`config.mk`:
```
export PLATFORM = sky130hd
export DESIGN_NAME = alu_arbiter_flat
export DESIGN_NICKNAME = d
export VERILOG_FILES = /design/src/rtl/alu_arbiter_if.sv /design/src/rtl/alu_arbiter.sv /design/src/flat_wrapper.sv
export SDC_FILE = /design/constraint.sdc
export NUM_CORES = 1
export LEC_CHECK = 0
export CORE_AREA = 2 2 207 209
export DETAILED_ROUTE_END_ITERATION = 16
export DIE_AREA = 0 0 209 211
export PLACE_DENSITY_LB_ADDON = 0.15
export REMOVE_ABC_BUFFERS = 1
export SETUP_SLACK_MARGIN = 0.3
export SLEW_MARGIN = 20
export SYNTH_ARGS = -nofsm -noshare
export SYNTH_HDL_FRONTEND = slang
export SYNTH_SLANG_ARGS = --single-unit
```
`constraint.sdc`:
```
create_clock -name clk -period 20.1 [get_ports clk]
set_input_delay 4.02 -clock clk [delete_from_list [all_inputs] [get_ports clk]]
set_output_delay 4.02 -clock clk [all_outputs]
set_load 0.1 [all_outputs]
```
`src/rtl/alu_arbiter_if.sv`:
```
// Bundle of the two requester channels, the two response channels and the
// shared-ALU hookup of alu_arbiter.
//
// Handshake semantics (applies to every valid/ready pair in this bundle):
//   A transfer happens on a rising clk edge where valid && ready are both
//   high. The producer may raise or drop valid at any time before the transfer.
//   Payload is only meaningful while valid is high. ready may depend
//   combinationally on valid, but valid never depends on ready.
interface alu_arbiter_if #(
  parameter int WIDTH = 64
);
  // requester 0
  logic             req0_valid;
  logic             req0_ready;
  logic [WIDTH-1:0] req0_a;
  logic [WIDTH-1:0] req0_b;
  logic [1:0]       req0_op;
  // requester 1
  logic             req1_valid;
  logic             req1_ready;
  logic [WIDTH-1:0] req1_a;
  logic [WIDTH-1:0] req1_b;
  logic [1:0]       req1_op;
  // response channels share one data bus
  logic             rsp0_valid;
  logic             rsp0_ready;
  logic             rsp1_valid;
  logic             rsp1_ready;
  logic [WIDTH-1:0] rsp_data;
  // shared ALU
  logic [WIDTH-1:0] alu_in1;
  logic [WIDTH-1:0] alu_in2;
  logic [1:0]       alu_signal;
  logic [WIDTH-1:0] alu_out;
  // status
  logic             busy;

  // Arbiter side.
  modport slave (
    input  req0_valid, req0_a, req0_b, req0_op,
    output req0_ready,
    input  req1_valid, req1_a, req1_b, req1_op,
    output req1_ready,
    output rsp0_valid, rsp1_valid, rsp_data,
    input  rsp0_ready, rsp1_ready,
    output alu_in1, alu_in2, alu_signal,
    input  alu_out,
    output busy
  );

  // Environment side: requesters plus the ALU.
  modport master (
    output req0_valid, req0_a, req0_b, req0_op,
    input  req0_ready,
    output req1_valid, req1_a, req1_b, req1_op,
    input  req1_ready,
    input  rsp0_valid, rsp1_valid, rsp_data,
    output rsp0_ready, rsp1_ready,
    input  alu_in1, alu_in2, alu_signal,
    output alu_out,
    input  busy
  );
endinterface

```
`src/rtl/alu_arbiter.sv`:
```
// Two-requester round-robin front end for one shared combinational ALU.
// One operation is in flight at a time: IDLE accepts a request, EXEC lets the
// registered operands settle through the ALU and captures the result, RESP
// presents the result to the owning requester until it is taken.
module alu_arbiter #(
  parameter int WIDTH = 64
) (
  input  logic         clk,
  input  logic         rst,
  alu_arbiter_if.slave bus,
  output logic [1:0]   state_dbg
);

  typedef enum logic [1:0] {
    IDLE = 2'd0,
    EXEC = 2'd1,
    RESP = 2'd2
  } state_t;

  state_t           state_q;
  state_t           state_d;

  logic             owner_q;     // requester whose operation is in flight
  logic             last_q;      // requester granted most recently
  logic [WIDTH-1:0] in1_q;
  logic [WIDTH-1:0] in2_q;
  logic [1:0]       sig_q;
  logic [WIDTH-1:0] result_q;

  logic             grant_valid;
  logic             grant_id;
  logic             accept;      // handshake with the granted requester
  logic             rsp_take;    // owner takes its result

  // Round-robin grant: a lone valid wins; on contention the requester that
  // was not granted last wins. Re-evaluated every cycle so a requester that
  // drops valid before its handshake simply loses the grant.
  always_comb begin
    grant_valid = bus.req0_valid | bus.req1_valid;
    if (bus.req0_valid && bus.req1_valid) begin
      grant_id = ~last_q;
    end else begin
      grant_id = bus.req1_valid;
    end
  end

  // Next-state and handshake outputs; readies only in IDLE, responses only
  // in RESP and only toward the owner.
  always_comb begin
    state_d        = state_q;
    bus.req0_ready = 1'b0;
    bus.req1_ready = 1'b0;
    bus.rsp0_valid = 1'b0;
    bus.rsp1_valid = 1'b0;
    accept         = 1'b0;
    rsp_take       = 1'b0;
    case (state_q)
      IDLE: begin
        bus.req0_ready = grant_valid & ~grant_id;
        bus.req1_ready = grant_valid &  grant_id;
        // Grant implies the granted requester is valid, so grant == handshake.
        accept = grant_valid;
        if (grant_valid) begin
          state_d = EXEC;
        end
      end
      EXEC: begin
        state_d = RESP;
      end
      RESP: begin
        bus.rsp0_valid = ~owner_q;
        bus.rsp1_valid =  owner_q;
        // The non-owner's rsp_ready is deliberately not looked at.
        rsp_take = owner_q ? bus.rsp1_ready : bus.rsp0_ready;
        if (rsp_take) begin
          state_d = IDLE;
        end
      end
      default: begin
        state_d = IDLE;
      end
    endcase
  end

  // State register.
  always_ff @(posedge clk or posedge rst) begin
    if (rst) begin
      state_q <= IDLE;
    end else begin
      state_q <= state_d;
    end
  end

  // Operand/opcode capture on handshake; held until the next handshake so the
  // ALU inputs stay stable through EXEC and RESP.
  always_ff @(posedge clk or posedge rst) begin
    if (rst) begin
      in1_q   <= '0;
      in2_q   <= '0;
      sig_q   <= 2'b00;
      owner_q <= 1'b0;
      last_q  <= 1'b1;   // requester 0 wins the first contention
    end else if (accept) begin
      in1_q   <= grant_id ? bus.req1_a  : bus.req0_a;
      in2_q   <= grant_id ? bus.req1_b  : bus.req0_b;
      sig_q   <= grant_id ? bus.req1_op : bus.req0_op;
      owner_q <= grant_id;
      last_q  <= grant_id;
    end
  end

  // Result capture at the end of EXEC; the ALU output is taken as-is,
  // including whatever it returns for reserved op codes.
  always_ff @(posedge clk or posedge rst) begin
    if (rst) begin
      result_q <= '0;
    end else if (state_q == EXEC) begin
      result_q <= bus.alu_out;
    end
  end

  // Output drive.
  always_comb begin
    bus.alu_in1    = in1_q;
    bus.alu_in2    = in2_q;
    bus.alu_signal = sig_q;
    bus.rsp_data   = result_q;
    bus.busy       = (state_q != IDLE);
    state_dbg      = state_q;
  end

endmodule

```
`src/flat_wrapper.sv`:
```
// flat-port wrapper written by rule: the top's interface ports become plain ports
module alu_arbiter_flat 
#(
  parameter int WIDTH = 64
)
  (clk, rst, state_dbg, bus_req0_valid, bus_req0_a, bus_req0_b, bus_req0_op, bus_req0_ready, bus_req1_valid, bus_req1_a, bus_req1_b, bus_req1_op, bus_req1_ready, bus_rsp0_valid, bus_rsp1_valid, bus_rsp_data, bus_rsp0_ready, bus_rsp1_ready, bus_alu_in1, bus_alu_in2, bus_alu_signal, bus_alu_out, bus_busy);
  alu_arbiter_if #(.WIDTH(WIDTH)) bus_i ();
  input  logic clk;
  input  logic rst;
  output logic [1:0] state_dbg;
  input wire logic [$bits(bus_i.req0_valid)-1:0] bus_req0_valid;
  input wire logic [$bits(bus_i.req0_a)-1:0] bus_req0_a;
  input wire logic [$bits(bus_i.req0_b)-1:0] bus_req0_b;
  input wire logic [$bits(bus_i.req0_op)-1:0] bus_req0_op;
  output wire logic [$bits(bus_i.req0_ready)-1:0] bus_req0_ready;
  input wire logic [$bits(bus_i.req1_valid)-1:0] bus_req1_valid;
  input wire logic [$bits(bus_i.req1_a)-1:0] bus_req1_a;
  input wire logic [$bits(bus_i.req1_b)-1:0] bus_req1_b;
  input wire logic [$bits(bus_i.req1_op)-1:0] bus_req1_op;
  output wire logic [$bits(bus_i.req1_ready)-1:0] bus_req1_ready;
  output wire logic [$bits(bus_i.rsp0_valid)-1:0] bus_rsp0_valid;
  output wire logic [$bits(bus_i.rsp1_valid)-1:0] bus_rsp1_valid;
  output wire logic [$bits(bus_i.rsp_data)-1:0] bus_rsp_data;
  input wire logic [$bits(bus_i.rsp0_ready)-1:0] bus_rsp0_ready;
  input wire logic [$bits(bus_i.rsp1_ready)-1:0] bus_rsp1_ready;
  output wire logic [$bits(bus_i.alu_in1)-1:0] bus_alu_in1;
  output wire logic [$bits(bus_i.alu_in2)-1:0] bus_alu_in2;
  output wire logic [$bits(bus_i.alu_signal)-1:0] bus_alu_signal;
  input wire logic [$bits(bus_i.alu_out)-1:0] bus_alu_out;
  output wire logic [$bits(bus_i.busy)-1:0] bus_busy;
  assign bus_i.req0_valid = bus_req0_valid;
  assign bus_i.req0_a = bus_req0_a;
  assign bus_i.req0_b = bus_req0_b;
  assign bus_i.req0_op = bus_req0_op;
  assign bus_req0_ready = bus_i.req0_ready;
  assign bus_i.req1_valid = bus_req1_valid;
  assign bus_i.req1_a = bus_req1_a;
  assign bus_i.req1_b = bus_req1_b;
  assign bus_i.req1_op = bus_req1_op;
  assign bus_req1_ready = bus_i.req1_ready;
  assign bus_rsp0_valid = bus_i.rsp0_valid;
  assign bus_rsp1_valid = bus_i.rsp1_valid;
  assign bus_rsp_data = bus_i.rsp_data;
  assign bus_i.rsp0_ready = bus_rsp0_ready;
  assign bus_i.rsp1_ready = bus_rsp1_ready;
  assign bus_alu_in1 = bus_i.alu_in1;
  assign bus_alu_in2 = bus_i.alu_in2;
  assign bus_alu_signal = bus_i.alu_signal;
  assign bus_i.alu_out = bus_alu_out;
  assign bus_busy = bus_i.busy;
  alu_arbiter #(.WIDTH(WIDTH)) u_core (.clk(clk), .rst(rst), .bus(bus_i), .state_dbg(state_dbg));
endmodule
```
==> run_1/logic_types.png <==
(2 px per um)
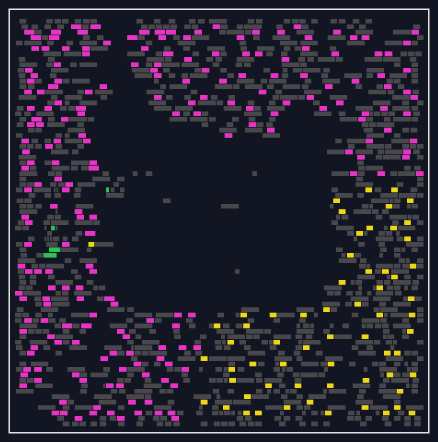
color	family	cells
yellow	AND-OR and OR-AND gates	62
magenta	multiplexers	203
green	inverting AOI/OAI gates	4
commonest non-fill, non-tap cell in the layout: clkdlybuf4s50_1
Post-Layout Cell Count: 1,654
Comb area share: 0.231

==> run_1/flops_by_reg.png <==
(1 px per um) Other sequential cells in the stronger gray, the rest of the logic in the fainter gray.
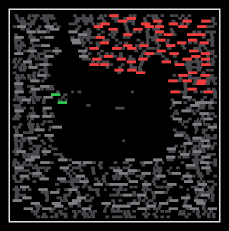
color	signal	sequential cells
green	u_core.state_dbg	2
red	u_core.bus.rsp_data	64
not colored	132
Seq. cell area: 4960 um^2
fraction of area in registers: 0.329

==> run_1/io_fan.png <==
(2 px per um)
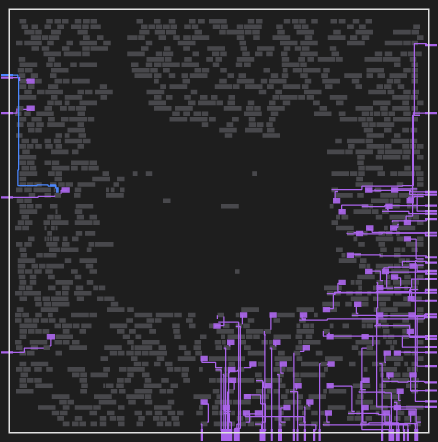
color	port	direction	edge	end cells	buffers	wire
purple	bus_req0_b	input	31 bottom, 29 right, 4 left	64	64	2,490 um
blue	bus_rsp0_valid	output	left	1	1	85.3 um

## run 1: kinds of logic after synthesis
kind of cell	count (synthesis)
and+or+nand+nor	71
muxes	203
DFF	198
buffers and inverters	50
AOI/OAI and AO/OA	66
## run 1: worst min-delay path by stage
stage | endpoint | slack [ps] | depth (start not counted)
finish | u_core.bus.rsp_data[33]$_DFFE_PP0N_ | 510 | 1
global route | u_core.bus.rsp_data[8]$_DFFE_PP0N_ | 520 | 1
CTS | u_core.bus.rsp_data[57]$_DFFE_PP0N_ | 510 | 1
floorplan | u_core.owner_q$_DFFE_PP0P_ | 530 | 2
detailed placement | u_core.bus.rsp_data[8]$_DFFE_PP0N_ | 490 | 1
global placement | u_core.bus.rsp_data[41]$_DFFE_PP0N_ | 490 | 1
## run 1: per-layer routing
metal / GRT usage / vias to the layer above / wire (um)
met2: 0.247 / 304 / 16300
met1: 0.172 / 3482 / 13400
met3: 0.0663 / 30 / 3070
li1: - / 3233 / -
met5: 0 / - / 0
met4: 0.0525 / 0 / 604
## run 1: final cells by class
class	count	area (um^2)	area share
antenna	2	5.00	0.000332
clock buffer	19	453	0.0301
clock inverter	13	96.3	0.00640
inverter	4	22.5	0.00150
multi-input combinational	340	3470	0.231
sequential	198	4960	0.329
tap	539	674	0.0448
timing repair buffer	539	5380	0.357
## run 1: cells in the mapped netlist
cell type / instances
a22o_1: 1
inv_1: 3
clkbuf_1: 18
o21ai_2: 1
dfrtp_1: 197
inv_2: 1
o22ai_1: 1
buf_2: 24
nand2b_1: 2
o21ai_0: 1
dfstp_2: 1
nand2_1: 2
nor3_4: 1
a21boi_4: 1
mux2_2: 175
nor2_4: 1
mux2_1: 8
a221o_1: 61
and3_1: 61
buf_6: 4
nor2_1: 4
mux2_4: 20
## run 1: critical path, stage by stage
cell and delay, ps:
clkdlybuf4s50_1 610, a21boi_4 100, nor3_4 170, buf_4 610, clkdlybuf4s50_1 1270
## run 1: per-stage QoR
stage | cells | setup WS (ps)
detailed placement | 1620 | 9200
floorplan | 542 | 9250
global placement | 1620 | 9190
global route | 1654 | 9100
finish | 1654 | 9200
CTS | 1652 | 9200
## run 1: registers in the layout, indices dropped and copies added (netlist names)
name,count
u_core.bus.alu_in1,64
u_core.bus.alu_in2,64
u_core.bus.alu_signal,2
u_core.bus.rsp_data,64
u_core.last_q,1
u_core.owner_q,1
u_core.state_dbg,2
## run 1: layout by cell type (no fill, tap or decap), drive strengths merged, types with 4 or more instances in the layout
cell and instances:
dfrtp 197, clkdlybuf4s50 530, clkinv 4, clkbuf 19, mux2 203, buf 9
and3 61, clkinvlp 5, inv 8, nor2 5, a221o 61
==> flow_summary.ini, run 1 <==
; synthesis and place-and-route metrics
[final_timing]
slew_headroom = 0.261
fmax_ghz = 0.0918
rsz0062_at_grt = false
clock_skew_ps = 14.3
holdWs_ps = 506
fin_crit_ps = 10900

[setup_path]
ff2ff_path_depth = 7
cp_max_fo = 62
r2r-end = u_core.bus.alu_in1[50]$_DFFE_PP0P_
crit_path_start_kind = input pin
arrival_ps = 6880
crit_required_ps = 16080
timing.rr.start = u_core.state_dbg[1]$_DFFE_PP0P_

[synth]
synth_chip_area_um2 = 8670
simple_gate_share = 0.0512
syn_area_um2 = 8670
top_cells_by_area = dfrtp_1 (57%), mux2_2 (23%), a221o_1 (7.0%), and3_1 (4.4%), mux2_4 (3.5%)
top_area_cell = dfrtp_1
xor_share = 0
avgSynthCellArea_um2 = 14.7
netlist_logic_family_top = multiplexers

[die]
core-area_um2 = 41800
chipArea_um2 = 44100
die_w_um = 209

[finish]
fin_nets = 1430

[grt]
grt-ovfl-total = 0
grt_pass1_vias = 7627

[clocking]
path_clk_slew_ps = 70
clk_latency_ps = 470
cts_tree = yes
hold_buffers = 0
htreeDepth = 4
clock-sinks = 198
cts_setup_buffers = 0
postCtsResizedCells = 0

[routing]
ant_nets = 0

[status]
status = completed

[job]
max-cap-violations = 0
## Run 2: what changed since run 1
CORE_AREA = 2 2 206 208   (was 2 2 207 209)
DIE_AREA = 0 0 208 210   (was 0 0 209 211)
clock period = 9.8 ns   (was 20.1 ns; I/O delays follow)
==> run_2/flops_by_reg.png <==
(1.5 px per um) Other sequential cells in the stronger gray, the rest of the logic in the fainter gray.
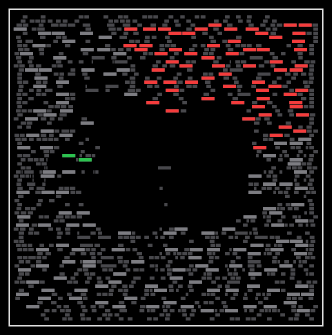
color	signal	sequential cells
green	u_core.state_dbg	2
red	u_core.bus.rsp_data	64
not colored	132

==> run 2 against run 1 <==
Clock-buffer cell count is 3 higher. Global-route usage grew 0.26 points. Via count grew 0.11%. Synthesized cell count unchanged. Clock skew barely moved. Highest routed layer unchanged. Utilization grew 0.19 points.
==> flow_summary.ini, run 2 <==
; synthesis and place-and-route metrics
[final_timing]
timing.final.ws_setup_ps = 3510
fmax_ghz = 0.159
fin_crit_ps = 6290
rsz0062_at_grt = false
clock_skew_ps = 13.9
slew_headroom = 0.255

[die]
chipArea_um2 = 43700
core-area_um2 = 41500
die_w_um = 208

[synth]
flop_cell = dfrtp_1
top_cells_by_area = dfrtp_1 (57%), mux2_2 (23%), a221o_1 (7.0%), and3_1 (4.4%), mux2_4 (3.5%)
xor_share = 0
synth_chip_area_um2 = 8670
top_area_cell = dfrtp_1
synth-edff-count = 0
netlist_logic_family_top = multiplexers
synth-async-reset-ratio = 1.00
syn_area_um2 = 8670
synthTopCellsByCount = dfrtp_1 (197), mux2_2 (175), a221o_1 (61), and3_1 (61), buf_2 (24)

[finish]
drive_above_1_share = 0.214
most-common-layout-cells = clkdlybuf4s50_1 (530), dfrtp_1 (197), mux2_2 (175), and3_1 (61), a221o_1 (61)
finalNonFillerCells = 1652
fin_nets = 1430
syn2layout_area_growth_pct = 73.5
layout_top_cell = clkdlybuf4s50_1
ff_latch_area_um2 = 4960

[worst_hold_path]
whs_path_depth = 1
min_to = u_core.bus.rsp_data[16]$_DFFE_PP0N_

[status]
status = completed

[clocking]
cts_setup_buffers = 0
hold_buffers = 0
clock-sinks = 198
postCtsResizedCells = 0
htreeDepth = 4
clk_latency_ps = 450
cts_tree = yes

[setup_path]
r2r-end = u_core.bus.alu_in1[53]$_DFFE_PP0P_
crit_path_start_kind = input pin
timing.rr.start = u_core.state_dbg[1]$_DFFE_PP0P_
cp_max_fo = 4
arrival_ps = 4330

[routing]
ant_nets = 0
routed_wl_mm = 33.9

[job]
max-cap-violations = 0

[grt]
grt-ovfl-total = 0
grt_pass1_vias = 7708

[placed_design]
pre_cts_slack_ps = 3440
run 2: cell counts after synthesis:
No cell type changed its count.
run 2: per-stage QoR:
step | util | hold WS (ps)
final | 0.363 | 503
after global routing | 0.363 | 516
after CTS | 0.362 | 508
after detailed placement | 0.350 | 492
after global placement | 0.350 | 487
after floorplan | - | 530
run 2: cell families after synthesis:
group	count (synthesis)
flip-flops	198
buffers and inverters	50
multiplexers	203
AND/OR/NAND/NOR	71
AND-OR/OR-AND	66
run 2: area by class of cell:
type                       instances  area share
sequential                       198       0.330
multi-input combinational        340       0.231
clock inverter                     8     0.00516
inverter                           4     0.00150
antenna                            2    0.000333
timing repair buffer             539       0.357
clock buffer                      22      0.0302
tap                              539      0.0449
run 2: worst max-delay path by stage:
stage                   start                           endpoint  slack, ps  depth (start not counted)
3_5_place_dp   bus_req0_valid                     bus_req0_ready       3440                          4
5_1_grt        bus_req0_valid                     bus_req0_ready       3440                          4
4_1_cts        bus_req0_valid                     bus_req0_ready       3440                          4
6_report       bus_req0_valid                     bus_req0_ready       3510                          4
3_3_place_gp   bus_req0_valid                     bus_req0_ready       3460                          4
2_1_floorplan             rst  u_core.bus.alu_in1[0]$_DFFE_PP0P_       2440                          1
run 2: worst max-delay path, stage by stage:
cell             delay (ps)
clkdlybuf4s50_1         620
a21boi_4                100
nor3_4                  410
clkdlybuf4s50_1        1220
run 2: per-layer routing:
metal / GRT usage / share of wire
met1: 0.180 / 0.40
met2: 0.255 / 0.49
met3: 0.0623 / 0.089
met4: 0.0416 / 0.015
met5: 0 / 0
